<file path="src/rtl/sync_wait_merge_ctrl_if.sv">
// Handshake bundle between the producer lanes, the join controller and the
// downstream consumer.
//   i_drive     per-lane one-cycle drive pulse (producer -> controller)
//   i_data      lane data, lane i at [i*DATA_WIDTH +: DATA_WIDTH]
//   o_free      per-lane one-cycle free pulse (controller -> producers)
//   o_driveNext one-cycle merged drive pulse (controller -> consumer)
//   o_data      merged data, same lane packing as i_data
//   i_freeNext  one-cycle free pulse (consumer -> controller)
// master = the environment driving producers/consumer, slave = the controller.
interface sync_wait_merge_ctrl_if #(
    parameter int NUM_IN     = 9,
    parameter int DATA_WIDTH = 3
);
    logic [NUM_IN-1:0]            i_drive;
    logic [NUM_IN*DATA_WIDTH-1:0] i_data;
    logic                         i_freeNext;
    logic [NUM_IN-1:0]            o_free;
    logic                         o_driveNext;
    logic [NUM_IN*DATA_WIDTH-1:0] o_data;

    modport master (
        output i_drive, i_data, i_freeNext,
        input  o_free, o_driveNext, o_data
    );

    modport slave (
        input  i_drive, i_data, i_freeNext,
        output o_free, o_driveNext, o_data
    );
endinterface

</file>
<file path="src/rtl/sync_wait_merge_ctrl.sv">
// N-way synchronous wait-merge (join) controller.
// Collects one drive pulse plus data from every enabled lane, fires a single
// merged drive, holds the merged data until the consumer frees it, then
// broadcasts free to the enabled lanes. Also reports protocol errors, an
// arrival timeout with the set of missing lanes, and counts fired merges.
// Ports:
//   clk, rst        clock (rising edge), asynchronous active-high reset
//   i_cfg_mask      lane enable, sampled only while idle
//   i_timeout_lim   arrival timeout in cycles, 0 disables
//   i_clr_err       clears o_err / o_timeout / o_missing
//   bus             handshake bundle (drive/data/free in both directions)
//   o_busy          a collection is in progress or waiting for free
//   o_timeout       sticky timeout flag, o_missing = lanes absent at timeout
//   o_err           sticky protocol-error flag
//   o_merge_cnt     number of completed merges, wraps
// All outputs are registered.
module sync_wait_merge_ctrl #(
    parameter int NUM_IN     = 9,
    parameter int DATA_WIDTH = 3,
    parameter int TIMEOUT_W  = 16
) (
    input  logic                 clk,
    input  logic                 rst,
    input  logic [NUM_IN-1:0]    i_cfg_mask,
    input  logic [TIMEOUT_W-1:0] i_timeout_lim,
    input  logic                 i_clr_err,
    sync_wait_merge_ctrl_if.slave bus,
    output logic                 o_busy,
    output logic                 o_timeout,
    output logic [NUM_IN-1:0]    o_missing,
    output logic                 o_err,
    output logic [15:0]          o_merge_cnt
);
    localparam int DW_ALL = NUM_IN * DATA_WIDTH;

    typedef enum logic {COLLECT, WAIT_FREE} state_t;

    state_t               state_q, state_d;
    logic [NUM_IN-1:0]    arrived_q, arrived_d, arrived_nx, accept;
    logic [NUM_IN-1:0]    mask_q, mask_d;
    logic [DW_ALL-1:0]    data_q, data_d, odata_q, odata_d;
    logic [TIMEOUT_W-1:0] tcnt_q, tcnt_d;
    logic [NUM_IN-1:0]    free_q, free_d, missing_q, missing_d;
    logic                 drive_next_q, drive_next_d;
    logic                 busy_q, busy_d;
    logic                 timeout_q, timeout_d, err_q, err_d;
    logic [15:0]          cnt_q, cnt_d;
    logic                 err_set, fire, tmo_evt;

    // NOTE: every signal written here gets a default first, so no path
    // through the case/if tree can leave one unassigned and infer a latch.
    always_comb begin
        state_d      = state_q;
        arrived_d    = arrived_q;
        arrived_nx   = arrived_q;
        accept       = '0;
        mask_d       = mask_q;
        data_d       = data_q;
        free_d       = '0;
        drive_next_d = 1'b0;
        cnt_d        = cnt_q;
        tcnt_d       = '0;
        err_set      = 1'b0;
        fire         = 1'b0;

        // The mask only changes between collections, never mid-join.
        if (state_q == COLLECT && arrived_q == '0 && bus.i_drive == '0)
            mask_d = i_cfg_mask;

        case (state_q)
            COLLECT: begin
                accept     = bus.i_drive & mask_q & ~arrived_q;
                // An all-zero mask makes the controller inert: stray drives
                // are not treated as errors.
                err_set    = (|(bus.i_drive & arrived_q))
                           | ((mask_q != '0) & (|(bus.i_drive & ~mask_q)))
                           | bus.i_freeNext;
                arrived_nx = arrived_q | accept;
                arrived_d  = arrived_nx;
                for (int i = 0; i < NUM_IN; i++)
                    if (accept[i])
                        data_d[i*DATA_WIDTH +: DATA_WIDTH] = bus.i_data[i*DATA_WIDTH +: DATA_WIDTH];
                fire = (mask_q != '0) && (&(arrived_nx | ~mask_q));
                if (fire) begin
                    drive_next_d = 1'b1;
                    state_d      = WAIT_FREE;
                end else if (arrived_nx != '0) begin
                    // Counts cycles since the first arrival; saturates.
                    tcnt_d = (tcnt_q == '1) ? tcnt_q : tcnt_q + TIMEOUT_W'(1);
                end
            end
            WAIT_FREE: begin
                err_set = |bus.i_drive;
                if (bus.i_freeNext) begin
                    free_d    = mask_q;
                    arrived_d = '0;
                    state_d   = COLLECT;
                    cnt_d     = cnt_q + 16'd1;
                end
            end
            default: state_d = COLLECT;
        endcase

        // Fires only on the step into the limit, so a saturated counter
        // parked at the limit cannot re-capture o_missing.
        tmo_evt = (i_timeout_lim != '0) && (tcnt_d == i_timeout_lim) && (tcnt_q != i_timeout_lim);

        // Set events take priority over the clear request.
        err_d     = err_set ? 1'b1 : (i_clr_err ? 1'b0 : err_q);
        timeout_d = tmo_evt ? 1'b1 : (i_clr_err ? 1'b0 : timeout_q);
        missing_d = tmo_evt ? (mask_q & ~arrived_nx) : (i_clr_err ? '0 : missing_q);

        // Masked lanes read as zero even if their register holds stale data.
        odata_d = '0;
        for (int i = 0; i < NUM_IN; i++)
            if (mask_d[i])
                odata_d[i*DATA_WIDTH +: DATA_WIDTH] = data_d[i*DATA_WIDTH +: DATA_WIDTH];

        busy_d = (arrived_d != '0) || (state_d == WAIT_FREE);
    end

    // NOTE: sequential state uses non-blocking assignments only, so every
    // register samples the pre-edge value of every other register.
    // NOTE: the lane data registers are reset like the control state; they
    // are small flop arrays, not RAM, and this keeps o_data at 0 after reset.
    always_ff @(posedge clk or posedge rst) begin
        if (rst) begin
            state_q      <= COLLECT;
            arrived_q    <= '0;
            mask_q       <= '0;
            data_q       <= '0;
            odata_q      <= '0;
            tcnt_q       <= '0;
            free_q       <= '0;
            drive_next_q <= 1'b0;
            busy_q       <= 1'b0;
            timeout_q    <= 1'b0;
            missing_q    <= '0;
            err_q        <= 1'b0;
            cnt_q        <= '0;
        end else begin
            state_q      <= state_d;
            arrived_q    <= arrived_d;
            mask_q       <= mask_d;
            data_q       <= data_d;
            odata_q      <= odata_d;
            tcnt_q       <= tcnt_d;
            free_q       <= free_d;
            drive_next_q <= drive_next_d;
            busy_q       <= busy_d;
            timeout_q    <= timeout_d;
            missing_q    <= missing_d;
            err_q        <= err_d;
            cnt_q        <= cnt_d;
        end
    end

    assign bus.o_free      = free_q;
    assign bus.o_driveNext = drive_next_q;
    assign bus.o_data      = odata_q;
    assign o_busy          = busy_q;
    assign o_timeout       = timeout_q;
    assign o_missing       = missing_q;
    assign o_err           = err_q;
    assign o_merge_cnt     = cnt_q;
endmodule
</file>
<file path="src/flat_wrapper.sv">
// flat-port wrapper written by rule: the top's interface ports become plain ports
module sync_wait_merge_ctrl_flat 
#(
    parameter int NUM_IN     = 9,
    parameter int DATA_WIDTH = 3,
    parameter int TIMEOUT_W  = 16
)
  (clk, rst, i_cfg_mask, i_timeout_lim, i_clr_err, o_busy, o_timeout, o_missing, o_err, o_merge_cnt, bus_i_drive, bus_i_data, bus_i_freeNext, bus_o_free, bus_o_driveNext, bus_o_data);
  sync_wait_merge_ctrl_if #(.NUM_IN(NUM_IN), .DATA_WIDTH(DATA_WIDTH)) bus_i ();
  input  logic clk;
  input  logic rst;
  input  logic [NUM_IN-1:0] i_cfg_mask;
  input  logic [TIMEOUT_W-1:0] i_timeout_lim;
  input  logic i_clr_err;
  output logic o_busy;
  output logic o_timeout;
  output logic [NUM_IN-1:0] o_missing;
  output logic o_err;
  output logic [15:0] o_merge_cnt;
  input wire logic [$bits(bus_i.i_drive)-1:0] bus_i_drive;
  input wire logic [$bits(bus_i.i_data)-1:0] bus_i_data;
  input wire logic [$bits(bus_i.i_freeNext)-1:0] bus_i_freeNext;
  output wire logic [$bits(bus_i.o_free)-1:0] bus_o_free;
  output wire logic [$bits(bus_i.o_driveNext)-1:0] bus_o_driveNext;
  output wire logic [$bits(bus_i.o_data)-1:0] bus_o_data;
  assign bus_i.i_drive = bus_i_drive;
  assign bus_i.i_data = bus_i_data;
  assign bus_i.i_freeNext = bus_i_freeNext;
  assign bus_o_free = bus_i.o_free;
  assign bus_o_driveNext = bus_i.o_driveNext;
  assign bus_o_data = bus_i.o_data;
  sync_wait_merge_ctrl #(.NUM_IN(NUM_IN), .DATA_WIDTH(DATA_WIDTH), .TIMEOUT_W(TIMEOUT_W)) u_core (.clk(clk), .rst(rst), .i_cfg_mask(i_cfg_mask), .i_timeout_lim(i_timeout_lim), .i_clr_err(i_clr_err), .bus(bus_i), .o_busy(o_busy), .o_timeout(o_timeout), .o_missing(o_missing), .o_err(o_err), .o_merge_cnt(o_merge_cnt));
endmodule
</file>
<file path="config.mk">
export PLATFORM = sky130hd
export DESIGN_NAME = sync_wait_merge_ctrl_flat
export DESIGN_NICKNAME = d
export VERILOG_FILES = /design/src/rtl/sync_wait_merge_ctrl_if.sv /design/src/rtl/sync_wait_merge_ctrl.sv /design/src/flat_wrapper.sv
export SDC_FILE = /design/constraint.sdc
export NUM_CORES = 1
export LEC_CHECK = 0
export CAP_MARGIN = 20
export CORE_ASPECT_RATIO = 1.5
export CORE_MARGIN = 2
export CORE_UTILIZATION = 53
export DETAILED_ROUTE_END_ITERATION = 12
export PLACE_DENSITY_LB_ADDON = 0.1
export RECOVER_POWER = 50
export SYNTH_ARGS = -nofsm -noshare
export SYNTH_HDL_FRONTEND = slang
export SYNTH_SLANG_ARGS = --single-unit
</file>
<file path="constraint.sdc">
create_clock -name clk -period 7.9 [get_ports clk]
set_clock_uncertainty 0.1 [all_clocks]
set_input_delay 1.58 -clock clk [delete_from_list [all_inputs] [get_ports clk]]
set_output_delay 1.58 -clock clk [all_outputs]
set_load 0.005 [all_outputs]
</file>
**Register map, names as in the netlist**

Scale bar: 20 um.
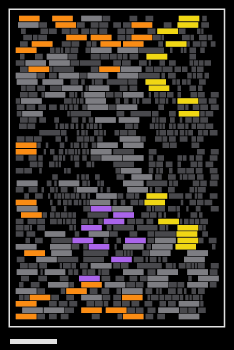
| netlist name | color | placed flops |
|---|---|---|
| u_core.tcnt_q | yellow | 16 |
| u_core.bus.o_data | orange | 27 |
| u_core.bus.o_free | purple | 9 |

**Congestion heat map**

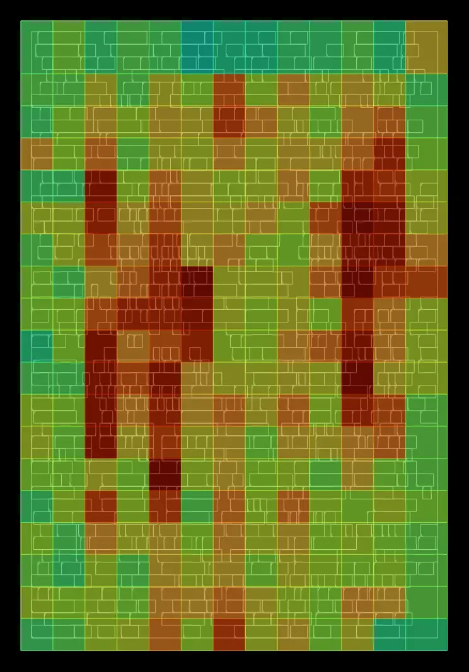
M1 GR Usage: 0.304
routed len/inst: 18.9 um
Overall Global Routing Usage: 0.276

**Gate-type map**

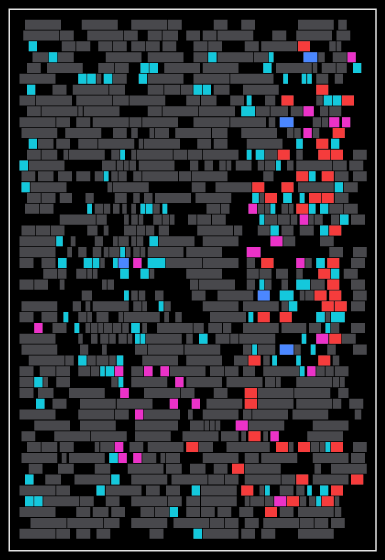
| family | color | cells | most used |
|---|---|---|---|
| NOR gates | cyan | 103 | nor2_1 |
| XOR/XNOR gates | red | 46 | xor2_1 |
| AND and OR gates | magenta | 28 | and3_1 |
| AND-OR and OR-AND gates | blue | 5 | a41o_1 |
Cell Count, Final, Fillers Out: 872
logic gate fraction of the total cell area: 0.333
most common cell after layout, fill and taps aside: dfrtp_1

==> flow.log <==
[metrics] run summary
INFO  metric run_status = finished, violations left
INFO  metric violations = capacitance limit, slew limit
INFO  metric tritoncts.num_buffers = 17
INFO  metric cp-end-kind = flip-flop
INFO  metric num-fill-cells = roughly 860
INFO  metric aoi_share = 0.0834
INFO  metric yosys_chip_area = between 0.006 and 0.007 sq mm
INFO  metric sequential_cell_total = roughly 130
INFO  metric critPathKind = input port to flip-flop
INFO  metric synth_cells = 578
INFO  metric clockBufferCount = 19
INFO  metric die_area = around 0.012 sq mm
INFO  metric grt_overflow_total = 0
INFO  metric setup_viol = 0
INFO  metric netlist_top_cells_count = dfrtp_1 (127), nor2_1 (38), inv_1 (36)
INFO  metric p_sw_frac = 0.295
INFO  metric dominant_power_group = clock
INFO  metric final_cell_mix = dfrtp_1 (127), clkdlybuf4s50_1 (67), dlygate4sd3_1 (62)
INFO  metric top_logic_kind = simple AND/OR/NAND/NOR gates
INFO  metric grt_setup_unrepaired = false
INFO  metric final.signal_inverter_count = 36
INFO  metric powerClk = roughly 810 uW
INFO  metric drtIter0Drc = 283
INFO  metric coreArea = around 0.011 sq mm
INFO  metric synth.avg_cell_area = approximately 11 sq um
INFO  metric numSynthFlops = roughly 130
INFO  metric cpLargestDelayFamily = AND-OR/OR-AND gates
INFO  metric r2r_end = u_core.o_missing[8]$_DFFE_PP0P_
INFO  metric pins_over_their_slew_limit = roughly 60
INFO  metric drt-vias-per-instance = ~5.8
INFO  metric share_of_post_route_cells_with_drive_strength_above_1 = 0.0762
INFO  metric num_antenna_cells = 0
INFO  metric max_cap_violations = 1
INFO  metric synth.distinct_cells = approximately 55
INFO  metric antenna_left = 0
INFO  metric synth_sequential_area_ratio = 0.519
INFO  metric fin_nets = about 780
INFO  metric multiInputGateArea = 0.00271 sq mm
INFO  metric crit_end = u_core.o_missing[8]$_DFFE_PP0P_
INFO  metric type_of_the_most_critical_hold_path = flip-flop to flip-flop
INFO  metric crit_path_start = bus_i_drive[5]
INFO  metric grt_max_degree = 70
INFO  metric timing.critical_path.arrival = 5.32 ns
INFO  metric hold_viol_final = 0
INFO  metric htree_num_levels = 4
INFO  metric multiInputCombCellCount = a little under 400
INFO  metric crit_path_max_incr_delay = about 0.77 ns
INFO  metric startpoint_type = input port
INFO  metric critical_path.slowest_cell = a21o_1
INFO  metric postCtsSetupBuffers = 0
INFO  metric clkPwrFrac = 0.422
INFO  metric ys_sh_adder = 0.00409
INFO  metric syn-num-nets = about 650
INFO  metric asyncSetResetFlopFracSynth = 1.00
INFO  metric yosys.cell_count.top_type = dfrtp_1
INFO  metric cts_buffer_depth = 2
INFO  metric largestClassByArea = registers
INFO  metric cell_pwr_density = approximately 230 mW/mm^2
INFO  metric crit_path_max_fanout = 33
INFO  metric cts.reportedPaths.clkPinSlew = 0.06 ns
INFO  metric post-route-drc-count = 0
INFO  metric synth_stat.cells = roughly 580
INFO  metric clock_area_frac = 0.0764
INFO  metric sequentialPowerShare = 0.409
INFO  metric switching_power = 564 uW
INFO  metric grt_pass1_wl = roughly 26000 um
INFO  metric regToRegSetupSlack = between 3 and 4 ns
INFO  metric root_buffer = clkbuf_16
INFO  metric layout_worst_path_cycle_share = 0.647
**Metal 3**

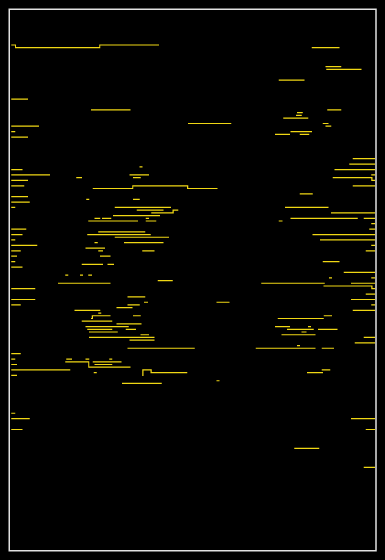
share of all routed wire: 4.9%
main direction: horizontal
longest straight run: 21.2 um
nets with wire on the layer: 120
wire length on this layer: 816 um
GRT met3 Usage: 0.0523
wire length reported by the detailed router: 16500 um
via total after detailed routing: 5032

**The metal 2 layer**

Scale bar: 20 um.
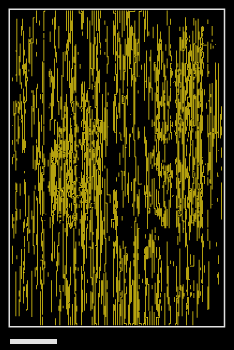
share of all routed wire: 54%
wire length on this layer: 8900 um
nets with wire on the layer: 691
longest straight run: 53.4 um
main direction: vertical

metal layers:
layer / part of all wire / routed length (um) / global-route usage / vias up
li1: - / - / - / 2316
met1: 0.36 / 6000 / 0.304 / 2449
met2: 0.54 / 8900 / 0.498 / 220
met3: 0.049 / 815 / 0.0523 / 47
met4: 0.048 / 792 / 0.151 / 0
met5: 0 / 0 / 0 / -
per-stage QoR:
stage	hold WS, ns	area (sq um)	std cells	utilization	worst slack (ns)
floorplan	0.366	6120	578	-	2.84
global placement	0.363	7520	840	0.659	2.73
detailed placement	0.369	7520	840	0.659	2.50
CTS	0.380	8140	872	0.713	2.89
global route	0.391	8140	872	0.713	2.52
finish	0.371	8140	872	0.713	2.79
Power and IR drop assume default switching activity.
